**Port wiring**

Bar = 20 um.
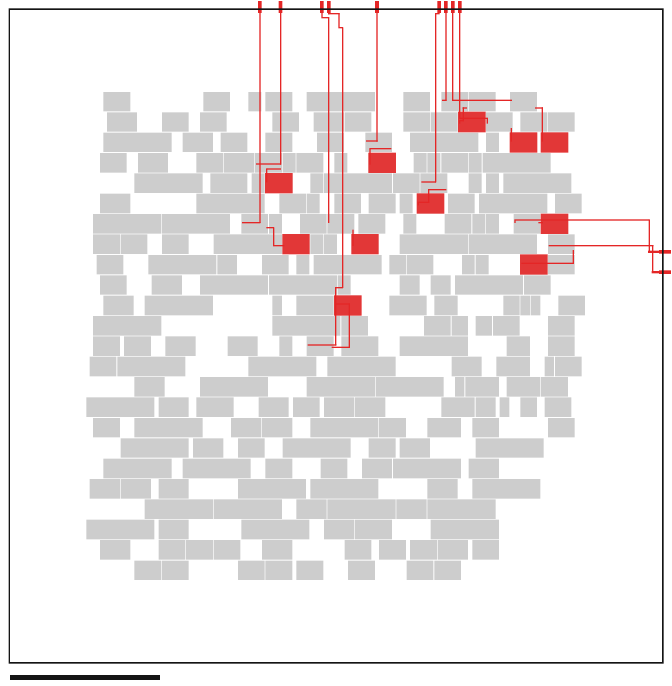
**Placed standard cells**

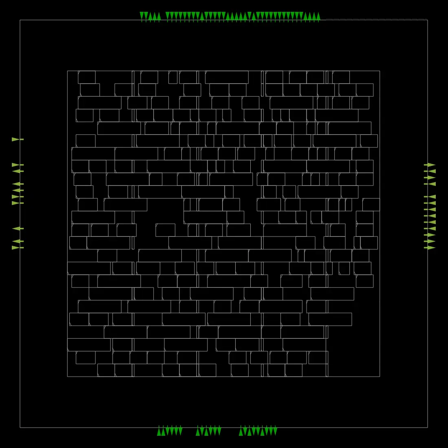
**Power grid**

Bar = 20 um. Pins as bars on the die edge. Tap cells in gray.
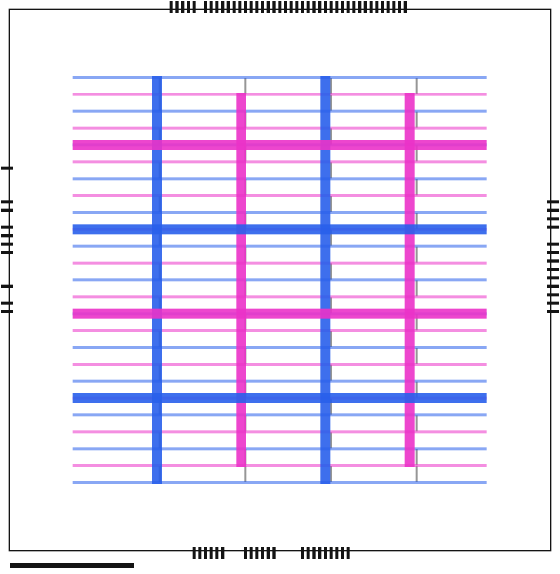
**Cell classes on the final placement**

Fill, decap, tap and diode cells in gray.
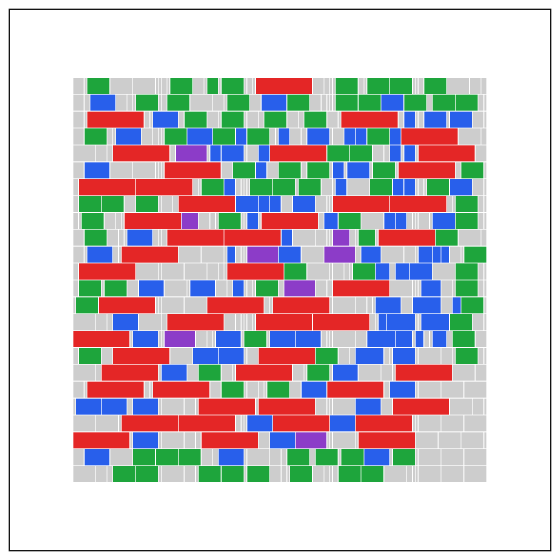
<file path="src/rtl/vram_arbiter.sv">
// vram_arbiter: shares one synchronous single-port character RAM between the
// VGA character fetch (one reserved slot per 16-pixel cell) and the CPU bus
// (level request, one-cycle ack). All RAM port signals are registered, so the
// grant is decided one cycle before the access appears on the port.
module vram_arbiter #(
    parameter int AW       = 11,
    parameter int DW       = 8,
    parameter int VGA_SLOT = 13
) (
    input  logic          clk_pxl,
    input  logic          rst_n,
    input  logic [3:0]    pix_phase,
    input  logic          vga_active,
    input  logic [AW-1:0] vga_a,
    output logic [DW-1:0] vga_d,
    input  logic          cpu_req,
    input  logic          cpu_we,
    input  logic [AW-1:0] cpu_a,
    input  logic [DW-1:0] cpu_wd,
    output logic [DW-1:0] cpu_rd,
    output logic          cpu_ack,
    output logic          cpu_wait,
    output logic [AW-1:0] ram_a,
    output logic          ram_we,
    output logic [DW-1:0] ram_wd,
    input  logic [DW-1:0] ram_rd
);

    // Phase in which the VGA slot for the following cycle is claimed.
    localparam logic [3:0] RES_PHASE = 4'(VGA_SLOT - 1);

    typedef enum logic [1:0] {IDLE, ISSUE, DATA, ACK} state_t;

    state_t        state_reg;
    state_t        state_next;
    logic          reserve;
    logic          cpu_grant;
    logic          vga_issue_reg;
    logic          vga_capture_reg;
    logic [DW-1:0] stage_reg;

    // The VGA claim always wins; the CPU only loses the one cycle before the slot.
    assign reserve   = vga_active && (pix_phase == RES_PHASE);
    assign cpu_grant = (state_reg == IDLE) && cpu_req && !reserve;
    assign cpu_ack   = (state_reg == ACK);
    assign cpu_wait  = cpu_req & ~cpu_ack;

    // CPU FSM state register.
    always_ff @(posedge clk_pxl or negedge rst_n) begin
        if (!rst_n) begin
            state_reg <= IDLE;
        end else begin
            state_reg <= state_next;
        end
    end

    // CPU FSM next state; ram_we holds the registered copy of the access type during ISSUE.
    always_comb begin
        state_next = state_reg;
        case (state_reg)
            IDLE:    if (cpu_grant) state_next = ISSUE;
            ISSUE:   state_next = ram_we ? ACK : DATA;
            DATA:    state_next = ACK;
            ACK:     state_next = IDLE;
            default: state_next = IDLE;
        endcase
    end

    // RAM port: load the granted access for the next cycle; write enable is a single-cycle pulse.
    always_ff @(posedge clk_pxl or negedge rst_n) begin
        if (!rst_n) begin
            ram_a  <= '0;
            ram_we <= 1'b0;
            ram_wd <= '0;
        end else begin
            ram_we <= 1'b0;
            if (reserve) begin
                ram_a <= vga_a;
            end else if (cpu_grant) begin
                ram_a  <= cpu_a;
                ram_we <= cpu_we;
                ram_wd <= cpu_wd;
            end
        end
    end

    // VGA pipeline: issue flag, capture flag, staging register and cell-boundary transfer.
    always_ff @(posedge clk_pxl or negedge rst_n) begin
        if (!rst_n) begin
            vga_issue_reg   <= 1'b0;
            vga_capture_reg <= 1'b0;
            stage_reg       <= '0;
            vga_d           <= '0;
        end else begin
            vga_issue_reg   <= reserve;
            vga_capture_reg <= vga_issue_reg;
            if (vga_capture_reg) begin
                stage_reg <= ram_rd;
            end
            // Without a fresh fetch the staging register still equals vga_d, so vga_d holds.
            if (pix_phase == 4'd15) begin
                vga_d <= stage_reg;
            end
        end
    end

    // CPU read data: captured in the DATA cycle and held until the next read.
    always_ff @(posedge clk_pxl or negedge rst_n) begin
        if (!rst_n) begin
            cpu_rd <= '0;
        end else if (state_reg == DATA) begin
            cpu_rd <= ram_rd;
        end
    end

endmodule

</file>
<file path="config.mk">
export PLATFORM = sky130hd
export DESIGN_NAME = vram_arbiter
export DESIGN_NICKNAME = d
export VERILOG_FILES = /design/src/rtl/vram_arbiter.sv
export SDC_FILE = /design/constraint.sdc
export NUM_CORES = 1
export LEC_CHECK = 0
export CORE_MARGIN = 10
export CORE_UTILIZATION = 45
export DETAILED_ROUTE_END_ITERATION = 7
export PLACE_DENSITY = 0.82
export RECOVER_POWER = 100
export SLEW_MARGIN = 10
export SYNTH_ARGS = -nofsm -noshare
export SYNTH_HDL_FRONTEND = slang
export SYNTH_SLANG_ARGS = --single-unit
</file>
<file path="constraint.sdc">
create_clock -name clk_pxl -period 3.2 [get_ports clk_pxl]
set_input_delay 0.64 -clock clk_pxl [delete_from_list [all_inputs] [get_ports clk_pxl]]
set_output_delay 0.64 -clock clk_pxl [all_outputs]
set_load 0.02 [all_outputs]
</file>
==> impl_results.rst <==
Physical design figures
=======================

.. list-table::
   :header-rows: 1

   * - Metric
     - Value
   * - Arrival time of the worst setup path
     - 2.86 ns
   * - Synthesized cell area
     - 2020 um^2
   * - CP top delay family
     - AND-OR/OR-AND gates
   * - Post-detailed-placement half-perimeter wirelength
     - 3860 um
   * - Layout area overhead
     - 46.7%
   * - Post-synth tally of flip-flops with integrated enable
     - 0
   * - Tapcell count
     - 52
   * - RSZ-0062 raised after global routing
     - no
   * - Largest net degree at the start of global routing
     - 49
   * - Register with the most flip-flops
     - ram_a
   * - Clk network pwr share
     - 14.7%
   * - Combined global-route utilization of all metal layers
     - 13.0%
   * - Share of flip-flops with an asynchronous set or reset
     - 100%
   * - Detailed-routed wire length on met2
     - 2800 um
   * - Multiplexer share of the synthesized area
     - 24.3%
   * - Most instantiated library cell after synthesis
     - sky130_fd_sc_hd__dfrtp_1
   * - LEAKAGE
     - 0.00135 uW
   * - Delay contributed by the slowest stage of the critical path
     - 0.77 ns
   * - Switching portion of total power
     - 35.8%
   * - Fmax
     - 372 MHz
   * - Setup Slack @ Placement
     - 0.672 ns
   * - Fraction of the yosys area taken by sequential cells
     - 59.4%
   * - Number of nets in the synthesized netlist
     - 195
   * - Final Total Pwr
     - 2530 uW
   * - PwrDens
     - 855 nW/um^2
   * - Max-cap viol count
     - 0
   * - Total of flip-flops plus latches after synthesis
     - 48
   * - Total cell area at the placement stage
     - 2890 um^2
   * - First-pass GRT wire length
     - 7900 um
   * - Area fraction in full adders, half adders and majority gates
     - 3.09%
   * - Combinational gate area
     - 743 um^2
   * - Max-slew violation count
     - 0
   * - Yosys Instances
     - 143
   * - Clock-pin slew on the worst setup and hold paths
     - 0.09 ns
   * - Top cells by count
     - sky130_fd_sc_hd__dfrtp_1 (48), sky130_fd_sc_hd__mux2_2 (30), sky130_fd_sc_hd__mux2i_1 (12)
   * - Met2 GRT Util
     - 22.7%
   * - Dominant cells by area after synthesis
     - sky130_fd_sc_hd__dfrtp_1 (59%), sky130_fd_sc_hd__mux2_2 (17%), sky130_fd_sc_hd__mux2i_1 (5.9%)
   * - Startpoint kind of the worst setup timing path
     - primary input
   * - Cell internal power dissipation
     - 1630 uW
   * - Post-layout period usage of the worst path
     - 84.0%
   * - Share of synthesized cell area in and, or, nand and nor gates
     - 6.31%
   * - Number of cells in the design after placement
     - 273
   * - Tool warnings
     - 30
   * - Residual DRC
     - 0
   * - Combinational fraction of the cell area
     - 25.1%
   * - Crit Path Class
     - in -> reg
   * - Worst R2R Path Depth
     - 5
   * - Flop count
     - 48
   * - Number of signal-net buffers in the layout
     - 85
   * - R2r endpoint
     - ram_wd[7]
   * - Area share of buffers outside the clock network
     - 28.4%
   * - Avg WL per Cell
     - 17.9 um
   * - Power in the clock group
     - 371 uW
   * - Pin slew with the least headroom to its limit
     - 1.07 ns
   * - Via count of the first global-routing pass
     - 1,462
   * - Non-clock inverters
     - 4
   * - Post-Route M1 WL
     - 1920 um
   * - Share of the synthesized netlist area taken by xor and xnor gates
     - 0%
   * - Worst R2R Start
     - state_reg[0]
   * - Detail Route Antenna Nets
     - 0
   * - Capture point of the worst path
     - ram_wd[7]
   * - Total die size
     - 7570 um^2
   * - Top power group
     - combinational cells
   * - CTS Hold Buffers Added
     - 0
   * - Sum of routed wire length over all layers
     - 5020 um
   * - Antenna diode count
     - 0
   * - Status
     - finished clean
   * - Power share of the combinational group
     - 46.9%
   * - Highest signal layer in the routed design
     - met4
   * - WP buf/inv
     - 1
   * - GR Layer Usage met1
     - 14.8%
   * - Maximum count of clock buffers along a single path
     - 2
   * - Insertion delay to the later sink of the worst-skew pair
     - 0.29 ns
   * - Clock-cell share of area
     - 3.29%
   * - Combinational Power
     - 1190 uW
   * - Max_slew headroom
     - 29.0%
   * - Area share of the largest cell type after synthesis
     - 59.4%
   * - Sequential group share of total power
     - 38.5%
   * - Total net switching power
     - 908 uW
   * - Predominant post-synthesis flop cell
     - sky130_fd_sc_hd__dfrtp_1
   * - Series of cell instances along the critical path
     - dlygate4sd3_1 -> nand4b_1 -> o21ai_1 -> mux2_2
   * - Top logic family
     - multiplexers
   * - Critical hold path startpoint
     - vga_issue_reg
   * - Clock tree from TritonCTS
     - done
   * - Hold-critical path endpoint
     - vga_capture_reg
   * - Met3 track demand over resource in global routing
     - 3.09%
   * - Worst-case hold slack
     - 0.364 ns
Back to the opening pictures, 'port wiring':
legend:
  cpu_a:
    color: red
    bits: 11
    direction: input
    edge: 9 top, 2 right
    end_cells: 11
    buffers: 11
    wire: 319 um
Ports: 85
input/output buffers: 84

Back to the opening pictures, 'placed standard cells':
Final Instance Count excl. Fillers: 281
Fill cells: 346
fraction of standard cell area that is sequential: 40.5%
Final Util: 68.1%

Back to the opening pictures, 'power grid':
legend:
  VDD:
    color: magenta
  VSS:
    color: blue
signal pins: 85
met1 rails: 25
met5 straps: 4
met4 straps: 4
peak supply drop: 0.400 mV
placeable core region: 4350 um^2
Die Y: 87.0 um

Back to the opening pictures, 'cell classes on the final placement':
legend:
  flip-flops:
    color: red
    cells: 48
    share_of_their_area: 41%
  other buffers and delay cells:
    color: green
    cells: 85
    share_of_their_area: 29%
  all other logic:
    color: blue
    cells: 88
    share_of_their_area: 26%
  clock drivers and dummy loads:
    color: purple
    cells: 8
    share_of_their_area: 3.4%
post-route standard cell area excluding fillers: 2970 um^2
number of core rows: 24

No activity file was given, so power comes from the tool's default toggle rates.
